File: src/rtl/ball_pkg.sv
// Shared types and defaults for the ball RAM capture controller.
package ball_pkg;

    typedef enum logic [1:0] {
        LIVE      = 2'd0,
        HOLD      = 2'd1,
        SNAP_WAIT = 2'd2,
        SNAP      = 2'd3
    } cap_state_t;

    localparam int H_ACTIVE_DEF = 640;
    localparam int V_ACTIVE_DEF = 480;

    localparam logic [11:0] MARKER_COLOUR = 12'h0F0;

endpackage

File: src/rtl/ball_capture_ctrl_sync_edge_det.sv
// Registers the VGA-side sync strobes and derives frame/line boundary events.
module sync_edge_det (
    input  logic ball_clock,
    input  logic reset,
    input  logic h_sync,
    input  logic v_sync,
    output logic sof,
    output logic eof,
    output logic eol,
    output logic act
);

    logic h_sync_q;
    logic v_sync_q;
    logic armed;

    // armed blocks a false sof when reset releases in the middle of a frame
    always_ff @(posedge ball_clock or negedge reset) begin
        if (!reset) begin
            h_sync_q <= 1'b0;
            v_sync_q <= 1'b0;
            armed    <= 1'b0;
        end else begin
            h_sync_q <= h_sync;
            v_sync_q <= v_sync;
            if (!v_sync) begin
                armed <= 1'b1;
            end
        end
    end

    assign sof = v_sync & ~v_sync_q & armed;
    assign eof = ~v_sync & v_sync_q;
    assign eol = ~h_sync & h_sync_q & v_sync;
    assign act = h_sync & v_sync;

endmodule

File: src/rtl/ball_capture_ctrl.sv
// Frame-store sequencer: pixel counters, RAM addressing and live/freeze/snapshot capture.
// State | meaning: LIVE write every frame; HOLD keep stored image; SNAP_WAIT HOLD with a snapshot pending; SNAP writing the snapshot frame.
module ball_capture_ctrl
    import ball_pkg::*;
#(
    parameter int H_ACTIVE = H_ACTIVE_DEF,
    parameter int V_ACTIVE = V_ACTIVE_DEF,
    parameter int AW       = 20,
    parameter int FCW      = 16
) (
    input  logic           ball_clock,
    input  logic           reset,
    input  logic           h_sync,
    input  logic           v_sync,
    input  logic           freeze,
    input  logic           snap,
    input  logic [8:0]     horz_line_in,
    input  logic [9:0]     vert_line_in,
    output logic [9:0]     x_cnt,
    output logic [8:0]     y_cnt,
    output logic [AW-1:0]  wr_addr,
    output logic [AW-1:0]  rd_addr,
    output logic           wren,
    output logic           rden,
    output logic [8:0]     horz_line,
    output logic [9:0]     vert_line,
    output logic           marker_valid,
    output logic           frozen,
    output logic           snap_done,
    output logic [FCW-1:0] frame_cnt
);

    localparam logic [9:0]    X_LAST   = 10'(H_ACTIVE - 1);
    localparam logic [8:0]    Y_LAST   = 9'(V_ACTIVE - 1);
    localparam logic [AW-1:0] PIX_LAST = AW'(H_ACTIVE * V_ACTIVE - 1);

    logic sof, eof, eol, act;

    cap_state_t state, state_nxt;
    logic       wr_frame, wr_frame_nxt;
    logic       done_nxt;

    logic [9:0]    x_pos;
    logic [AW-1:0] pix_idx;
    logic [AW-1:0] pix_base;

    sync_edge_det u_sync_edge_det (
        .ball_clock (ball_clock),
        .reset      (reset),
        .h_sync     (h_sync),
        .v_sync     (v_sync),
        .sof        (sof),
        .eof        (eof),
        .eol        (eol),
        .act        (act)
    );

    always_ff @(posedge ball_clock or negedge reset) begin
        if (!reset) begin
            state     <= LIVE;
            wr_frame  <= 1'b0;
            snap_done <= 1'b0;
        end else begin
            state     <= state_nxt;
            wr_frame  <= wr_frame_nxt;
            snap_done <= done_nxt;
        end
    end

    // wr_frame only changes at sof (or on leaving SNAP at eof), so a frame is never torn
    always_comb begin
        state_nxt    = state;
        wr_frame_nxt = wr_frame;
        done_nxt     = 1'b0;
        case (state)
            LIVE: begin
                if (sof) begin
                    if (freeze) begin
                        state_nxt    = HOLD;
                        wr_frame_nxt = 1'b0;
                    end else begin
                        wr_frame_nxt = 1'b1;
                    end
                end
            end
            HOLD: begin
                if (sof) begin
                    if (!freeze) begin
                        state_nxt    = LIVE;
                        wr_frame_nxt = 1'b1;
                    end else if (snap) begin
                        state_nxt    = SNAP;
                        wr_frame_nxt = 1'b1;
                    end else begin
                        wr_frame_nxt = 1'b0;
                    end
                end else if (snap) begin
                    state_nxt = SNAP_WAIT;
                end
            end
            SNAP_WAIT: begin
                if (sof) begin
                    state_nxt    = freeze ? SNAP : LIVE;
                    wr_frame_nxt = 1'b1;
                end
            end
            SNAP: begin
                if (eof) begin
                    state_nxt    = HOLD;
                    wr_frame_nxt = 1'b0;
                    done_nxt     = 1'b1;
                end
            end
            default: begin
                state_nxt    = LIVE;
                wr_frame_nxt = 1'b0;
            end
        endcase
    end

    assign frozen   = (state == HOLD) || (state == SNAP_WAIT);
    assign pix_base = sof ? '0 : pix_idx;
    assign rd_addr  = wr_addr;

    // Outputs trail the sampled syncs by one cycle; the pixel data path carries the same delay.
    always_ff @(posedge ball_clock or negedge reset) begin
        if (!reset) begin
            x_cnt   <= '0;
            x_pos   <= '0;
            y_cnt   <= '0;
            wr_addr <= '0;
            pix_idx <= '0;
            rden    <= 1'b0;
            wren    <= 1'b0;
        end else begin
            rden <= act;
            wren <= act & wr_frame_nxt;

            if (act) begin
                x_cnt <= x_pos;
                x_pos <= (x_pos == X_LAST) ? X_LAST : x_pos + 10'd1;
            end else begin
                x_cnt <= '0;
                x_pos <= '0;
            end

            if (!v_sync) begin
                y_cnt <= '0;
            end else if (eol && (y_cnt != Y_LAST)) begin
                y_cnt <= y_cnt + 9'd1;
            end

            if (act) begin
                wr_addr <= pix_base;
                pix_idx <= (pix_base == PIX_LAST) ? PIX_LAST : pix_base + AW'(1);
            end else if (sof) begin
                wr_addr <= '0;
                pix_idx <= '0;
            end
        end
    end

    always_ff @(posedge ball_clock or negedge reset) begin
        if (!reset) begin
            horz_line    <= '0;
            vert_line    <= '0;
            marker_valid <= 1'b0;
            frame_cnt    <= '0;
        end else if (eof) begin
            frame_cnt <= frame_cnt + FCW'(1);
            if (wr_frame) begin
                horz_line    <= horz_line_in;
                vert_line    <= vert_line_in;
                marker_valid <= 1'b1;
            end
        end
    end

endmodule

File: config.mk
export PLATFORM = sky130hd
export DESIGN_NAME = ball_capture_ctrl
export DESIGN_NICKNAME = d
export VERILOG_FILES = /design/src/rtl/ball_pkg.sv /design/src/rtl/ball_capture_ctrl_sync_edge_det.sv /design/src/rtl/ball_capture_ctrl.sv
export SDC_FILE = /design/constraint.sdc
export NUM_CORES = 1
export LEC_CHECK = 0
export CORE_MARGIN = 2
export CORE_UTILIZATION = 50
export DETAILED_ROUTE_END_ITERATION = 7
export PLACE_DENSITY = 0.8
export SETUP_SLACK_MARGIN = 0.5
export SLEW_MARGIN = 15
export SYNTH_ARGS = -nofsm -noshare
export SYNTH_HDL_FRONTEND = slang
export SYNTH_SLANG_ARGS = --single-unit
File: constraint.sdc
create_clock -name ball_clock -period 1.8 [get_ports ball_clock]
set_input_delay 0.45 -clock ball_clock [delete_from_list [all_inputs] [get_ports ball_clock]]
set_output_delay 0.45 -clock ball_clock [all_outputs]
set_load 0.05 [all_outputs]
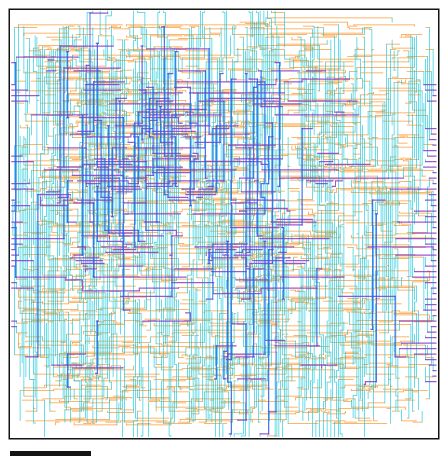
*Signal wires by layer*
Bar = 20 um.
- cyan: metal 2 (wire length 12300 um)
- orange: metal 1 (wire length 8150 um)
- blue: metal 4 (wire length 1750 um)
- purple: metal 3 (wire length 1910 um)
DR WL/cell: 27.4 um
final wirelength: 24.1 mm
via total after detailed routing: 5491
Overall Global Routing Usage: 31.3%

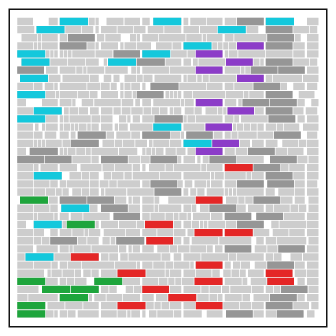
*Register map, names as in the netlist*
- red: `frame_cnt` (sequential cells 16)
- cyan: `rd_addr` (sequential cells 20)
- purple: `x_pos` (sequential cells 10)
- green: `y_cnt` (sequential cells 9; where south-west)

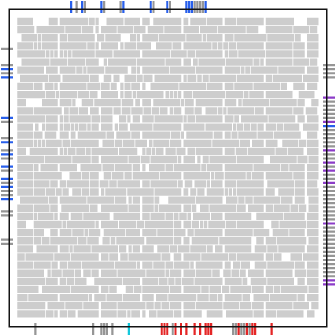
*Pin placement*
Pins as bars across the die edge, other pins in grey.
- purple: `horz_line` (pins 9; direction output; edge east)
- blue: `rd_addr` (pins 20; direction output; edge 10 north, 9 west, 1 east)
- red: `frame_cnt` (pins 16; direction output; edge south)
- cyan: `v_sync` (pins 1; direction input; edge south)
- all pins by edge: 51 east, 29 south, 24 west, 20 north

==> out/README.md <==
| Metric | This run | Unit |
|---|---|---|
| Post-synth area hogs | dfrtp_1, nand2_1, mux2_2, xnor2_1, a21oi_1 | - |
| Post-synth regs | 114 | - |
| Ranking of synthesized cells by instance count | dfrtp_1, nand2_1, a21oi_1 | - |
| Post-synth net total | 508 | - |
| Finish-stage setup viols | 3 | - |
| Met2 wire len | 12.3 | mm |
| Highest-count cells in the layout ignoring fill and taps | buf_4, buf_6, dfrtp_1 | - |
| Final worst path period share | 118 | % |
| Switching portion of total power | 35.5 | % |
| Post-synthesis async set-or-reset flop share | 100 | % |
| Mux contribution to synthesized area | 4.73 | % |
| DR top layer | met4 | - |
| Syn avg cell area | 10.9 | um^2 |
| Min setup slack post-route | -0.327 | ns |
| Clock tree cell share of total cell area | 6.46 | % |
| Proportion of layout cells with a drive suffix above 1 | 64.0 | % |
| # nets final | 762 | - |
| Starting DRC count in detailed routing | 510 | - |
| Top area contributor share | 55.0 | % |
| CP endpoint kind | flip-flop | - |
| Layout fillers | 185 | - |
| Internal power | 7.47 | mW |
| Aoi share | 6.97 | % |
| Slew at the pin closest to its max-slew limit | 0.537 | ns |
| Data arrival time at the worst-slack endpoint | 2.53 | ns |
| Sequential cell area | 2910 | um^2 |
| Quantity of hold-fixing buffers added after cts | 1 | - |
| Dominant class by area | non-clock buffers | - |
| Num rows | 37 | - |
| Clock group share of total power | 32.2 | % |
| Register share of the cell area | 29.7 | % |
| Post-detail-place hpwl | 7.75 | mm |
| Buffer type at the clock tree root | clkbuf_8 | - |
| TritonCTS Buffers | 17 | - |
| Setup tns final | -0.708 | ns |
| Hold Startpoint | v_sync | - |
| Power consumed by sequential cells | 3.30 | mW |
| Run status | finished with violations | - |
| Net switching power | 4.11 | mW |
| Pin count of the biggest net entering global routing | 73 | - |
| Failing checks | setup timing | - |
| Most common cell after layout, fill and taps aside | buf_4 | - |
| Share of final layout cell area taken by non-clock buffers | 31.1 | % |
| Simple-gate share of the synthesized area | 19.4 | % |
| Post-DP Area | 6700 | um^2 |
| CTS tree | yes | - |
| Largest power group | combinational logic | - |
| RR Endpoint | state[0]$_DFFE_PN0P_ | - |
| Comb area | 3000 | um^2 |
| Hold/Removal Path Class | in2reg | - |
| Area added between synthesis and finish | 89.0 | % |
| Number of cells produced by synthesis | 475 | - |
| Cell taking the most area after synthesis | dfrtp_1 | - |
| Placeable core region | 10200 | um^2 |
| XOR-XNOR Cells, Area Fraction | 6.76 | % |
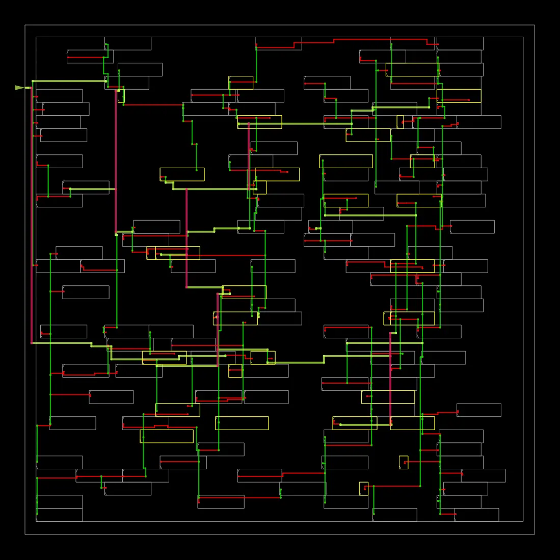
*Clock routing*
total clock sinks: 114
power in the clock group: 3.73 mW
layout clock buffer count: 22
layout sequential cell count: 114
Fin Clk Skew: 0.0142 ns

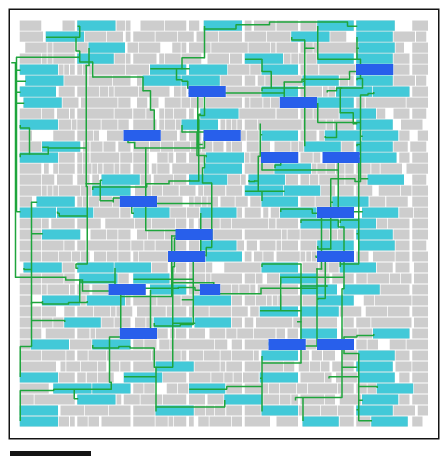
*Clock wires, drivers and flops*
Bar = 20 um.
- blue: clock drivers (count 17)
- cyan: flip-flops (count 114)
- green: clock wires (length 1750 um)
- routed clock nets: 18
- flops lie: widely spread

Power figures rest on the tool's default switching activity, not on a simulated workload.
